**config.mk**
```make
export PLATFORM = sky130hd
export DESIGN_NAME = enytank_spawn_sched
export DESIGN_NICKNAME = d
export VERILOG_FILES = /design/src/rtl/enytank_spawn_sched.sv
export SDC_FILE = /design/constraint.sdc
export NUM_CORES = 1
export LEC_CHECK = 0
export CELL_PAD_IN_SITES_DETAIL_PLACEMENT = 1
export CELL_PAD_IN_SITES_GLOBAL_PLACEMENT = 2
export CORE_MARGIN = 5
export CORE_UTILIZATION = 31
export CTS_CLUSTER_DIAMETER = 200
export DETAILED_ROUTE_END_ITERATION = 8
export GPL_ROUTABILITY_DRIVEN = 0
export PLACE_DENSITY = 0.84
export SKIP_LAST_GASP = 1
export SYNTH_ARGS = -nofsm -noshare
export SYNTH_HDL_FRONTEND = slang
export SYNTH_SLANG_ARGS = --single-unit
```
**constraint.sdc**
```tcl
create_clock -name clk -period 2.75 [get_ports clk]
set_clock_uncertainty 0.2 [all_clocks]
set_input_delay 0.275 -clock clk [delete_from_list [all_inputs] [get_ports clk]]
set_output_delay 0.275 -clock clk [all_outputs]
set_load 0.005 [all_outputs]
```
**src/rtl/enytank_spawn_sched.sv**
```systemverilog
// Paced, round-robin, capacity-limited spawner for the enemy tank slots.
// Drives one tank_en bit at a time and waits for the slot to report alive.
`timescale 1ns/1ps
module enytank_spawn_sched #(
    parameter int N_TANK     = 4,
    parameter int SPAWN_GAP  = 8,
    parameter int MAX_ACTIVE = 3,
    parameter int EN_HOLD    = 2
) (
    input  logic              clk,
    input  logic              rst_n,
    input  logic              tick,
    input  logic              game_en,
    input  logic [N_TANK-1:0] tank_state,
    output logic [N_TANK-1:0] tank_en,
    output logic              spawn_valid,
    output logic [1:0]        spawn_slot,
    output logic [2:0]        active_cnt
);

    localparam int GW = (SPAWN_GAP > 0) ? $clog2(SPAWN_GAP + 1) : 1;
    localparam int HW = (EN_HOLD > 0) ? $clog2(EN_HOLD + 1) : 1;
    localparam logic [GW-1:0] GAP_INIT  = GW'(SPAWN_GAP);
    localparam logic [HW-1:0] HOLD_INIT = HW'(EN_HOLD);
    localparam logic [2:0]    MAX_A     = 3'(MAX_ACTIVE);

    typedef enum logic [1:0] {
        S_IDLE,
        S_COOLDOWN,
        S_PICK,
        S_ASSERT
    } state_t;

    state_t            state, state_n;
    logic [GW-1:0]     gap_cnt, gap_n;
    logic [HW-1:0]     hold_cnt, hold_n;
    logic [1:0]        rr_ptr, rr_n;
    logic [1:0]        slot_n;
    logic [N_TANK-1:0] en_n;
    logic [2:0]        pop;
    logic              found;
    logic [1:0]        pick_slot;
    logic [1:0]        pick_next;
    logic [2*N_TANK-1:0] rot;
    logic              alive;

    function automatic logic [1:0] wrap_add(logic [1:0] a, int b);
        int s;
        s = int'(a) + b;
        if (s >= N_TANK) s = s - N_TANK;
        return 2'(s);
    endfunction

    always_comb begin
        pop = '0;
        for (int i = 0; i < N_TANK; i++) pop = pop + 3'(tank_state[i]);
    end

    // Rotate so bit 0 is the slot at rr_ptr; lowest free bit wins.
    always_comb begin
        found     = 1'b0;
        pick_slot = '0;
        rot       = {tank_state, tank_state} >> rr_ptr;
        for (int k = N_TANK - 1; k >= 0; k--) begin
            if (!rot[k]) begin
                found     = 1'b1;
                pick_slot = wrap_add(rr_ptr, k);
            end
        end
        pick_next = wrap_add(pick_slot, 1);
    end

    assign alive = |(tank_state & tank_en);

    always_comb begin
        state_n = state;
        gap_n   = gap_cnt;
        hold_n  = hold_cnt;
        rr_n    = rr_ptr;
        slot_n  = spawn_slot;
        if (!game_en) begin
            state_n = S_IDLE;
        end else begin
            unique case (state)
                S_IDLE: begin
                    state_n = S_COOLDOWN;
                    gap_n   = GAP_INIT;
                end
                S_COOLDOWN: begin
                    if (gap_cnt == '0) state_n = S_PICK;
                    else if (tick) gap_n = gap_cnt - GW'(1);
                end
                S_PICK: begin
                    if (active_cnt < MAX_A && found) begin
                        slot_n  = pick_slot;
                        rr_n    = pick_next;
                        hold_n  = HOLD_INIT;
                        state_n = S_ASSERT;
                    end
                end
                S_ASSERT: begin
                    if (alive) begin
                        state_n = S_COOLDOWN;
                        gap_n   = GAP_INIT;
                    end else if (tick) begin
                        hold_n = (hold_cnt != '0) ? hold_cnt - HW'(1) : '0;
                        if (hold_n == '0) begin
                            state_n = S_COOLDOWN;
                            gap_n   = GAP_INIT;
                        end
                    end
                end
                default: state_n = S_IDLE;
            endcase
        end
    end

    // tank_en follows the next state so it drops on the edge leaving ASSERT.
    always_comb begin
        en_n = '0;
        for (int k = 0; k < N_TANK; k++)
            en_n[k] = (state_n == S_ASSERT) && (slot_n == 2'(k));
    end

    always_ff @(posedge clk or negedge rst_n) begin
        if (!rst_n) begin
            state      <= S_IDLE;
            gap_cnt    <= '0;
            hold_cnt   <= '0;
            rr_ptr     <= '0;
            spawn_slot <= '0;
            tank_en    <= '0;
            active_cnt <= '0;
        end else begin
            state      <= state_n;
            gap_cnt    <= gap_n;
            hold_cnt   <= hold_n;
            rr_ptr     <= rr_n;
            spawn_slot <= slot_n;
            tank_en    <= en_n;
            active_cnt <= pop;
        end
    end

    assign spawn_valid = (state == S_ASSERT);

endmodule
```
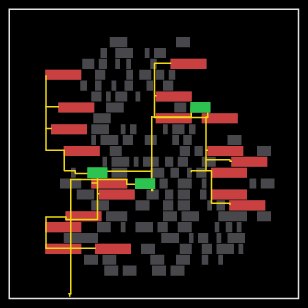
Fig. 1. Clock distribution.
(4 px per um)
[clock drivers] green | count: 3
[flip-flops] red | count: 19
[clock wires] yellow | length: 259 um
routed clock nets: 4
clock power share: 23.7%
clk_lat worst skew: 0.26 ns
Clk. pwr: 0.000192 W

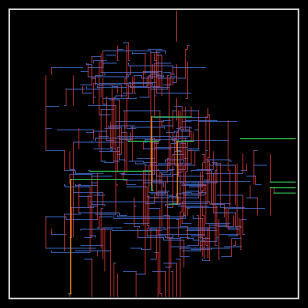
Fig. 2. Metal layers overlaid.
(4 px per um)
| layer | colour | wire length |
|---|---|---|
| metal 1 | blue | 1300 um |
| metal 2 | red | 1470 um |
| metal 3 | green | 85.8 um |
| metal 4 | orange | 61.2 um |
Routed WL per cell: 16.2 um
detailed-route wire length: 2920 um
vias: 974
total track usage: 12.0%

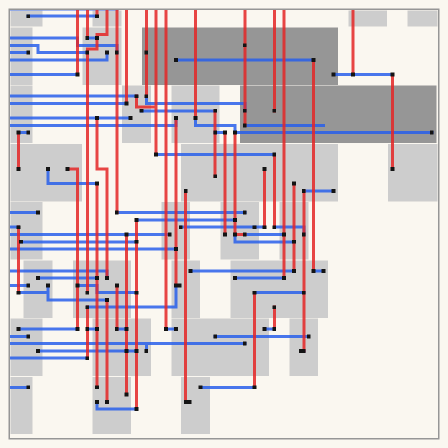
Fig. 3. A small window of the routed layout.
Region (44, 8) to (64, 28) um. Cells in grey, sequential cells in the stronger grey; small squares are vias.
| layer | colour |
|---|---|
| metal 2 | red |
| metal 1 | blue |
sequential cells in the window: 2
most frequent: inv_1 (5)
netlist names of flops here include: active_cnt (1), rr_ptr (1)
cells with their middle in the window: 20

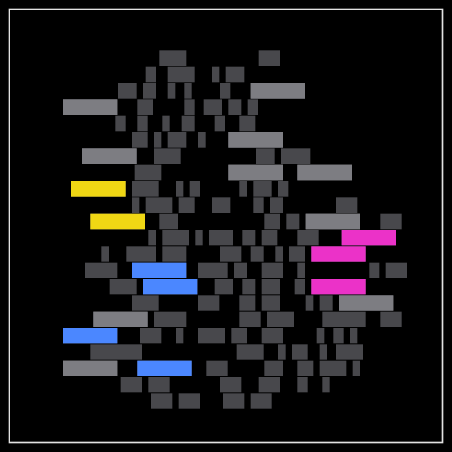
Fig. 4. Sequential cells coloured by netlist name.
(6 px per um) Other sequential cells in the stronger grey, the rest of the logic in the fainter grey.
| signal | colour | flops |
|---|---|---|
| state | yellow | 2 |
| tank_en | blue | 4 |
| active_cnt | magenta | 3 |
not coloured: 10
Core Util, Final: 39.6%
flop share of the area: 32.5%
Storage cell area: 475 um^2
seq pwr: 0.000368 W

==> deck_impl_summary.md <==
Physical Implementation Snapshot

Outcome
  – Status: complete, no violations

CTS
  – CTS Sinks: 19
  – PostCTS Resize Cnt: 0
  – CTS tree: done
  – Number of CTS-inserted buffers: 3

Final timing
  – Max_slew headroom: a little over two fifths
  – Period utilization: 77.5%
  – Max-slew violation total from the final report: 0
  – Setup TNS: 0 ns
  – Hold Slack: 0.302 ns
  – Setup violations, final: 0

Place
  – # port buffers: 17
  – Placement Setup Slack: 0.419 ns

Power
  – P_sw: 0.000265 W
  – Pint: around 0.00054 W
  – Flop pwr share: a little under half
  – Leakage power: 0.636 nW
  – Pwr top: registers
  – Combinational Power: 0.000249 W
  – Switching Share: between 30% and 40%
  – Total power: about 0.0008 W

Global routing
  – Pin count of the biggest net entering global routing: 20
  – First-pass GRT wire length: between 4000 and 5000 um
  – Vias in the first global route: 1015

Yosys
  – Commonest cells in the netlist: dfrtp_1 (19), inv_1 (14), ha_1 (9)
  – Syn Nets: 130
  – Top area cell types: dfrtp_1 (40%), ha_1 (9.5%), inv_1 (4.4%)
  – Post-synth top area cell: dfrtp_1
  – Most common cell in the synthesized netlist: dfrtp_1
  – Main flop type after synthesis: dfrtp_1
  – Synth mux share: approximately 1.3%
  – Synth Area in XOR/XNOR: 0%
  – Simple share: 21.9%
  – Chip Area, Yosys: 0.00119 mm^2
  – Register share after synthesis: between 30% and 40%

Setup path
  – R2r setup slk: roughly 0.62 ns
  – Slowest cell delay on critical path: ~0.44 ns
  – Critical path endpoint category: flip-flop
  – Crit-path cells: inv_1, ha_1, or3b_1, a21oi_1, o21a_1, and4bb_1
  – Worst setup SP type: flip-flop
  – Worst EP required: 2.70 ns

Drt
  – Antenna-violating nets left: 0

Finish
  – Final instance area: around 0.0015 mm^2
  – Final #Nets: between 150 and 200
  – Inserted Diodes: 0
  – Commonest Layout Cell: dfrtp_1
  – Most numerous logic cells after layout: dfrtp_1 (19), clkdlybuf4s50_1 (17), inv_1 (14), ha_1 (9)

Floorplanning
  – Die area: 0.00518 mm^2
  – Die span in y: approximately 72 um

Run
  – Log Warnings: 31

Min path
  – HP Class: input pin to async pin
-- layout make-up --
type                            count  share of cell area, %
Inverter                           14                   3.60
Timing Repair Buffer               17                   11.6
Clock buffer                        4                   3.08
Multi-Input combinational cell     78                   45.0
Sequential cell                    19                   32.5
Tap cell                           48                   4.11
-- cell families after synthesis --
logic type,after synthesis
compound gates,33
flops,19
simple gates,34
fa+ha+maj,10
buf+inv,15
mux,1
-- worst max path at each step --
stage,cells after the start,end
after floorplan,6,tank_en[2]
final,6,tank_en[3]
after detailed placement,5,tank_en[2]
after CTS,6,tank_en[3]
after global routing,6,tank_en[3]
after global placement,5,tank_en[3]
Power and IR drop assume default switching activity.
